--- config.mk ---
export PLATFORM = sky130hd
export DESIGN_NAME = stepper_dispense_seq
export DESIGN_NICKNAME = d
export VERILOG_FILES = /design/src/rtl/stepper_pkg.sv /design/src/rtl/stepper_phase_gen.sv /design/src/rtl/stepper_dispense_seq.sv
export SDC_FILE = /design/constraint.sdc
export NUM_CORES = 1
export LEC_CHECK = 0
export ABC_AREA = 0
export CAP_MARGIN = 20
export CORE_MARGIN = 1
export CORE_UTILIZATION = 41
export DETAILED_ROUTE_END_ITERATION = 7
export PLACE_DENSITY = 0.63
export SETUP_SLACK_MARGIN = 0.02
export SYNTH_ARGS = -nofsm -noshare
export SYNTH_HDL_FRONTEND = slang
export SYNTH_SLANG_ARGS = --single-unit
--- constraint.sdc ---
create_clock -name clk -period 8.94 [get_ports clk]
set_clock_uncertainty 0.1 [all_clocks]
set_input_delay 0.894 -clock clk [delete_from_list [all_inputs] [get_ports clk]]
set_output_delay 0.894 -clock clk [all_outputs]
set_load 0.05 [all_outputs]
--- src/rtl/stepper_pkg.sv ---
// Shared types and coil patterns for the stepper dispense sequencer.
// Both step modes are kept here so that the phase generator can select one at build time.
package stepper_pkg;

    typedef enum logic [1:0] {
        IDLE = 2'd0,
        DROP = 2'd1,
        GAP  = 2'd2,
        DONE = 2'd3
    } state_t;

    localparam logic [3:0] COIL_OFF = 4'b0000;

    // Full step, one-hot: phase 0..3 = 0001, 0010, 0100, 1000
    localparam int          FULL_NPH = 4;
    localparam logic [15:0] FULL_PAT = {4'b1000, 4'b0100, 4'b0010, 4'b0001};

    // Half step: phase 0..7 = 0001, 0011, 0010, 0110, 0100, 1100, 1000, 1001
    localparam int          HALF_NPH = 8;
    localparam logic [31:0] HALF_PAT = {4'b1001, 4'b1000, 4'b1100, 4'b0100,
                                        4'b0110, 4'b0010, 4'b0011, 4'b0001};

endpackage

--- src/rtl/stepper_phase_gen.sv ---
// Per-channel coil phase generator.
// Build option STEPPER_HALF_STEP_EN selects the 8-phase half-step table;
// without it the 4-phase full-step one-hot table is used.
// Disabling the generator de-energises the coils and forgets the phase,
// so the next enabled tick always starts from phase 0 (0001).
module stepper_phase_gen
    import stepper_pkg::*;
(
    input  logic       clk,
    input  logic       rst,
    input  logic       en,
    input  logic       tick,
    input  logic       dir,
    output logic [3:0] coils
);

`ifdef STEPPER_HALF_STEP_EN
    localparam int              NPH = HALF_NPH;
    localparam logic [NPH*4-1:0] PAT = HALF_PAT;
`else
    localparam int              NPH = FULL_NPH;
    localparam logic [NPH*4-1:0] PAT = FULL_PAT;
`endif
    localparam logic [2:0] LAST = 3'(NPH - 1);

    logic [2:0] idx;
    logic [2:0] idx_nx;
    logic       on;

    // Next phase: restart at phase 0 from off, else step forward (dir=0) or backward (dir=1)
    always_comb begin
        idx_nx = 3'd0;
        if (on) begin
            if (dir) idx_nx = (idx == 3'd0) ? LAST : idx - 3'd1;
            else     idx_nx = (idx == LAST) ? 3'd0 : idx + 3'd1;
        end
    end

    // Phase state and registered coil drive; phase holds between ticks
    always_ff @(posedge clk) begin
        if (rst || !en) begin
            idx   <= 3'd0;
            on    <= 1'b0;
            coils <= COIL_OFF;
        end else if (tick) begin
            idx   <= idx_nx;
            on    <= 1'b1;
            coils <= PAT[{idx_nx, 2'b00} +: 4];
        end
    end

endmodule

--- src/rtl/stepper_dispense_seq.sv ---
// Multi-channel stepper dispense sequencer.
// Drops rounds[ch] back-and-forth strokes on each channel in turn, with an idle gap of
// GAP_STEPS step ticks between consecutive channels. All timing derives from a step tick
// produced by an internal prescaler that restarts on every accepted start.
// Build option STEPPER_HALF_STEP_EN (in stepper_phase_gen) selects half-step coil patterns.
module stepper_dispense_seq
    import stepper_pkg::*;
#(
    parameter int N_CH      = 3,
    parameter int CNT_W     = 10,
    parameter int STEP_DIV  = 524288,
    parameter int DEPTH     = 5,
    parameter int GAP_STEPS = 2
)(
    input  logic                                     clk,
    input  logic                                     rst,
    input  logic                                     start,
    input  logic                                     abort,
    input  logic [N_CH*CNT_W-1:0]                    rounds,
    output logic                                     busy,
    output logic                                     done,
    output logic [((N_CH > 1) ? $clog2(N_CH) : 1)-1:0] ch_active,
    output logic [N_CH*4-1:0]                        coils
);

    localparam int CH_W   = (N_CH > 1) ? $clog2(N_CH) : 1;
    localparam int PRE_W  = $clog2(STEP_DIV);
    localparam int STEP_W = $clog2(2 * DEPTH);
    localparam int GAP_W  = (GAP_STEPS > 1) ? $clog2(GAP_STEPS) : 1;

    localparam logic [CH_W-1:0]   LAST_CH   = CH_W'(N_CH - 1);
    localparam logic [PRE_W-1:0]  PRE_LAST  = PRE_W'(STEP_DIV - 1);
    localparam logic [STEP_W-1:0] STEP_LAST = STEP_W'(2 * DEPTH - 1);
    localparam logic [STEP_W-1:0] STEP_REV  = STEP_W'(DEPTH);
    localparam logic [GAP_W-1:0]  GAP_LAST  = GAP_W'(GAP_STEPS - 1);

    state_t                 state;
    logic [CH_W-1:0]        ch;
    logic [PRE_W-1:0]       presc;
    logic [STEP_W-1:0]      step_cnt;
    logic [CNT_W-1:0]       rnd_cnt;
    logic [GAP_W-1:0]       gap_cnt;
    logic [N_CH*CNT_W-1:0]  rnd_lat;

    logic                   tick;
    logic                   dir;
    logic [CH_W-1:0]        nxt_ch;
    logic [CNT_W-1:0]       cur_rnd;
    logic [CNT_W-1:0]       nxt_rnd;
    state_t                 first_st;
    state_t                 gap_st;

    // Where a channel begins: drop if it has rounds, else straight to its gap, or finish if last
    function automatic state_t route(input logic has_rounds, input logic is_last);
        if (has_rounds) return DROP;
        if (is_last)    return DONE;
        return GAP;
    endfunction

    assign tick     = (presc == PRE_LAST);
    assign dir      = (step_cnt >= STEP_REV);
    assign nxt_ch   = (ch == LAST_CH) ? ch : ch + 1'b1;
    assign cur_rnd  = rnd_lat[ch * CNT_W +: CNT_W];
    assign nxt_rnd  = rnd_lat[nxt_ch * CNT_W +: CNT_W];
    assign first_st = route(rounds[CNT_W-1:0] != '0, N_CH == 1);
    assign gap_st   = route(nxt_rnd != '0, nxt_ch == LAST_CH);
    assign ch_active = ch;

    // Sequencer: prescaler, step/round/gap counters and channel walk
    always_ff @(posedge clk) begin
        if (rst) begin
            state    <= IDLE;
            busy     <= 1'b0;
            done     <= 1'b0;
            ch       <= '0;
            presc    <= '0;
            step_cnt <= '0;
            rnd_cnt  <= '0;
            gap_cnt  <= '0;
        end else begin
            done <= 1'b0;
            if (state != IDLE && abort) begin
                state    <= IDLE;
                busy     <= 1'b0;
                presc    <= '0;
                step_cnt <= '0;
                rnd_cnt  <= '0;
                gap_cnt  <= '0;
            end else begin
                case (state)
                    IDLE: begin
                        presc <= '0;
                        if (start && !abort) begin
                            rnd_lat  <= rounds;
                            ch       <= '0;
                            step_cnt <= '0;
                            rnd_cnt  <= '0;
                            gap_cnt  <= '0;
                            state    <= first_st;
                            busy     <= (first_st != DONE);
                            done     <= (first_st == DONE);
                        end
                    end
                    DROP: begin
                        presc <= tick ? '0 : presc + 1'b1;
                        if (tick) begin
                            if (step_cnt == STEP_LAST) begin
                                step_cnt <= '0;
                                if (rnd_cnt == cur_rnd - 1'b1) begin
                                    rnd_cnt <= '0;
                                    gap_cnt <= '0;
                                    if (ch == LAST_CH) begin
                                        state <= DONE;
                                        busy  <= 1'b0;
                                        done  <= 1'b1;
                                    end else begin
                                        state <= GAP;
                                    end
                                end else begin
                                    rnd_cnt <= rnd_cnt + 1'b1;
                                end
                            end else begin
                                step_cnt <= step_cnt + 1'b1;
                            end
                        end
                    end
                    GAP: begin
                        presc <= tick ? '0 : presc + 1'b1;
                        if (tick) begin
                            if (gap_cnt == GAP_LAST) begin
                                gap_cnt <= '0;
                                ch      <= nxt_ch;
                                state   <= gap_st;
                                if (gap_st == DONE) begin
                                    busy <= 1'b0;
                                    done <= 1'b1;
                                end
                            end else begin
                                gap_cnt <= gap_cnt + 1'b1;
                            end
                        end
                    end
                    DONE: begin
                        state <= IDLE;
                    end
                endcase
            end
        end
    end

    // One phase generator per channel; only the dropping channel is enabled, abort disables at once
    for (genvar i = 0; i < N_CH; i++) begin : g_ch
        logic en_ch;
        assign en_ch = (state == DROP) && (ch == CH_W'(i)) && !abort;
        stepper_phase_gen u_phase (
            .clk   (clk),
            .rst   (rst),
            .en    (en_ch),
            .tick  (tick),
            .dir   (dir),
            .coils (coils[i*4 +: 4])
        );
    end

endmodule
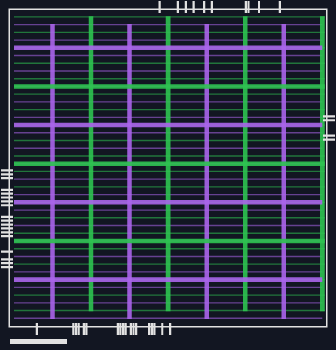
(PDN straps and rails)
Bar = 20 µm. Pins as bars on the die edge.
Key: purple = VSS; green = VDD
50 signal pins sit on the boundary. 8 straps on met4. 40 met1 rails follow the rows. 7 straps on met5.

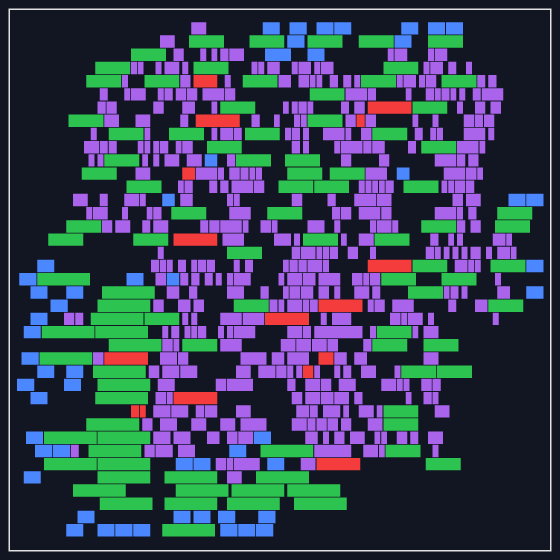
(cells coloured by class)
Key: red = clock drivers and dummy loads [cells 16, share of their area 4.9%]; purple = remaining logic cells [cells 421, share of their area 47%]; blue = remaining buffers and delay cells [cells 54, share of their area 9.5%]; green = registers [cells 94, share of their area 39%]
core area: 11500 µm²
fin util: 0.504
flop share of the area: 0.376
Finished Cell Area: 5800 µm²
row count: 39

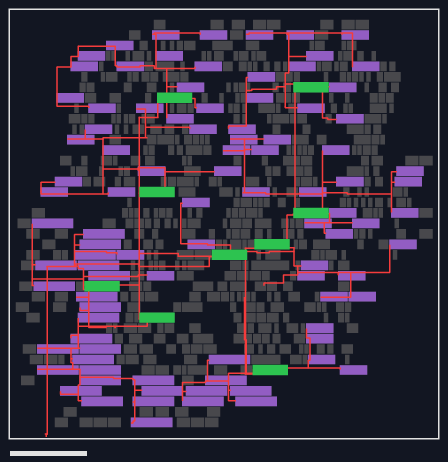
(routed clock nets over the placement)
Bar = 20 µm.
Key: red = clock wires [length 1190 µm]; green = clock-net drivers [count 9]; purple = flip-flops [count 94]
Position of the flops: widely spread. There are 10 routed clock nets.
Clock power frac: 0.371
clk_lat worst skew: 0.34 ns
clk pwr: 0.360 mW

==> flow_summary_export.csv <==
group,metric,value,unit
run_status,status,"finished with violations",
run_status,violations,"design-rule violations",
setup_path,path_max_fanout,17,
logic_synthesis,ys_area,4890,µm²
cts,cts-hold-fix-buffers,0,
power,swShare,0.271,
route,postRouteAntennaNets,0,
global_route,grt_pass1_wl,17600,µm
hold_path,min_to,"g_ch[2].u_phase.idx[1]",
setup_path,end_kind,"flip-flop",
timing,hold-worst-slack,0.380,ns
cts,cts_num_sinks,94,
route,highest_layer,"met4",
finish,antenna_cells,0,
finish,finish.net_count,637,
timing,fin_setup_tns,0,ns
power,largestPowerGroup,"sequential cells",
setup_path,rr_worst_depth,11,
logic_synthesis,synth-seq-area-share,0.446,
power,p_seq_frac,0.482,
finish,reg.largest.list,"rnd_lat (30), presc (19), g_ch.u_phase.coils (12)",
hold_path,hold_path_startpoint,"g_ch[2].u_phase.idx[1]",
timing,setup_ws,5.19,ns
global_route,first_global_vias,3702,
route,drc,2,
timing,max_slew.worst_pin.slew,0.902,ns
global_route,grtUsageTotal,0.178,
floorplan,die_w,111,µm
floorplan,io_pins,50,
setup_path,cpLargestDelayFamily,"simple AND/OR/NAND/NOR gates",
logic_synthesis,common_cells,"nor2_1 (71), dfxtp_1 (64), nand2_1 (51)",
setup_path,slowest_delay,0.79,ns
timing,setup_viol,0,
power,power.leakage,1.89,nW
setup_path,worst_path_max_delay_cell,"dfxtp_1",
timing,period_used_share,0.420,
hold_path,whs_path_depth,2,
global_route,grt_antenna_before_repair,0,
route,m1WireLength,5050,µm
setup_path,required,9.06,ns
placed_design,port_buffers,49,
logic_synthesis,top_cell,"nor2_1",
global_route,grt_util_met3,0.0290,
job,maxCapViolations,0,
route,post_drt_via_cell_ratio,5.32,
logic_synthesis,yosys_warnings,0,
route,via_count,3870,
floorplan,die_y,111,µm
logic_synthesis,edf_count,30,
logic_synthesis,syn_area_per_cell,9.25,µm²
-- logic make-up (layout without fill, tap and decap cells) --
kind of cell               after synthesis  count (layout)  share of synthesized area
AOI/OAI and AO/OA                       95              95                      0.132
xor gates and xnor gates                36              36                     0.0645
adders and majority gates               23              23                     0.0588
buffers and inverters                   39              95                     0.0350
DFF                                     94              94                      0.446
muxes                                   15              15                     0.0307
and+or+nand+nor                        227             227                      0.233
-- final cells by class --
class                   instances  area, µm²  area share
well taps                     143        179      0.0308
clock buffers                  10        239      0.0412
inverters                      25       93.8      0.0162
multi-input cells             396       2540       0.437
flip-flops and latches         94       2180       0.376
repair buffers                 54        536      0.0923
clock inverters                 6       36.3     0.00625
-- worst min-delay path, cell delays in order (launching register included) --
cell and delay (ns):
dfxtp_1 0.32, nand2_1 0.06, a21oi_1 0.05
Power and IR drop assume default switching activity.
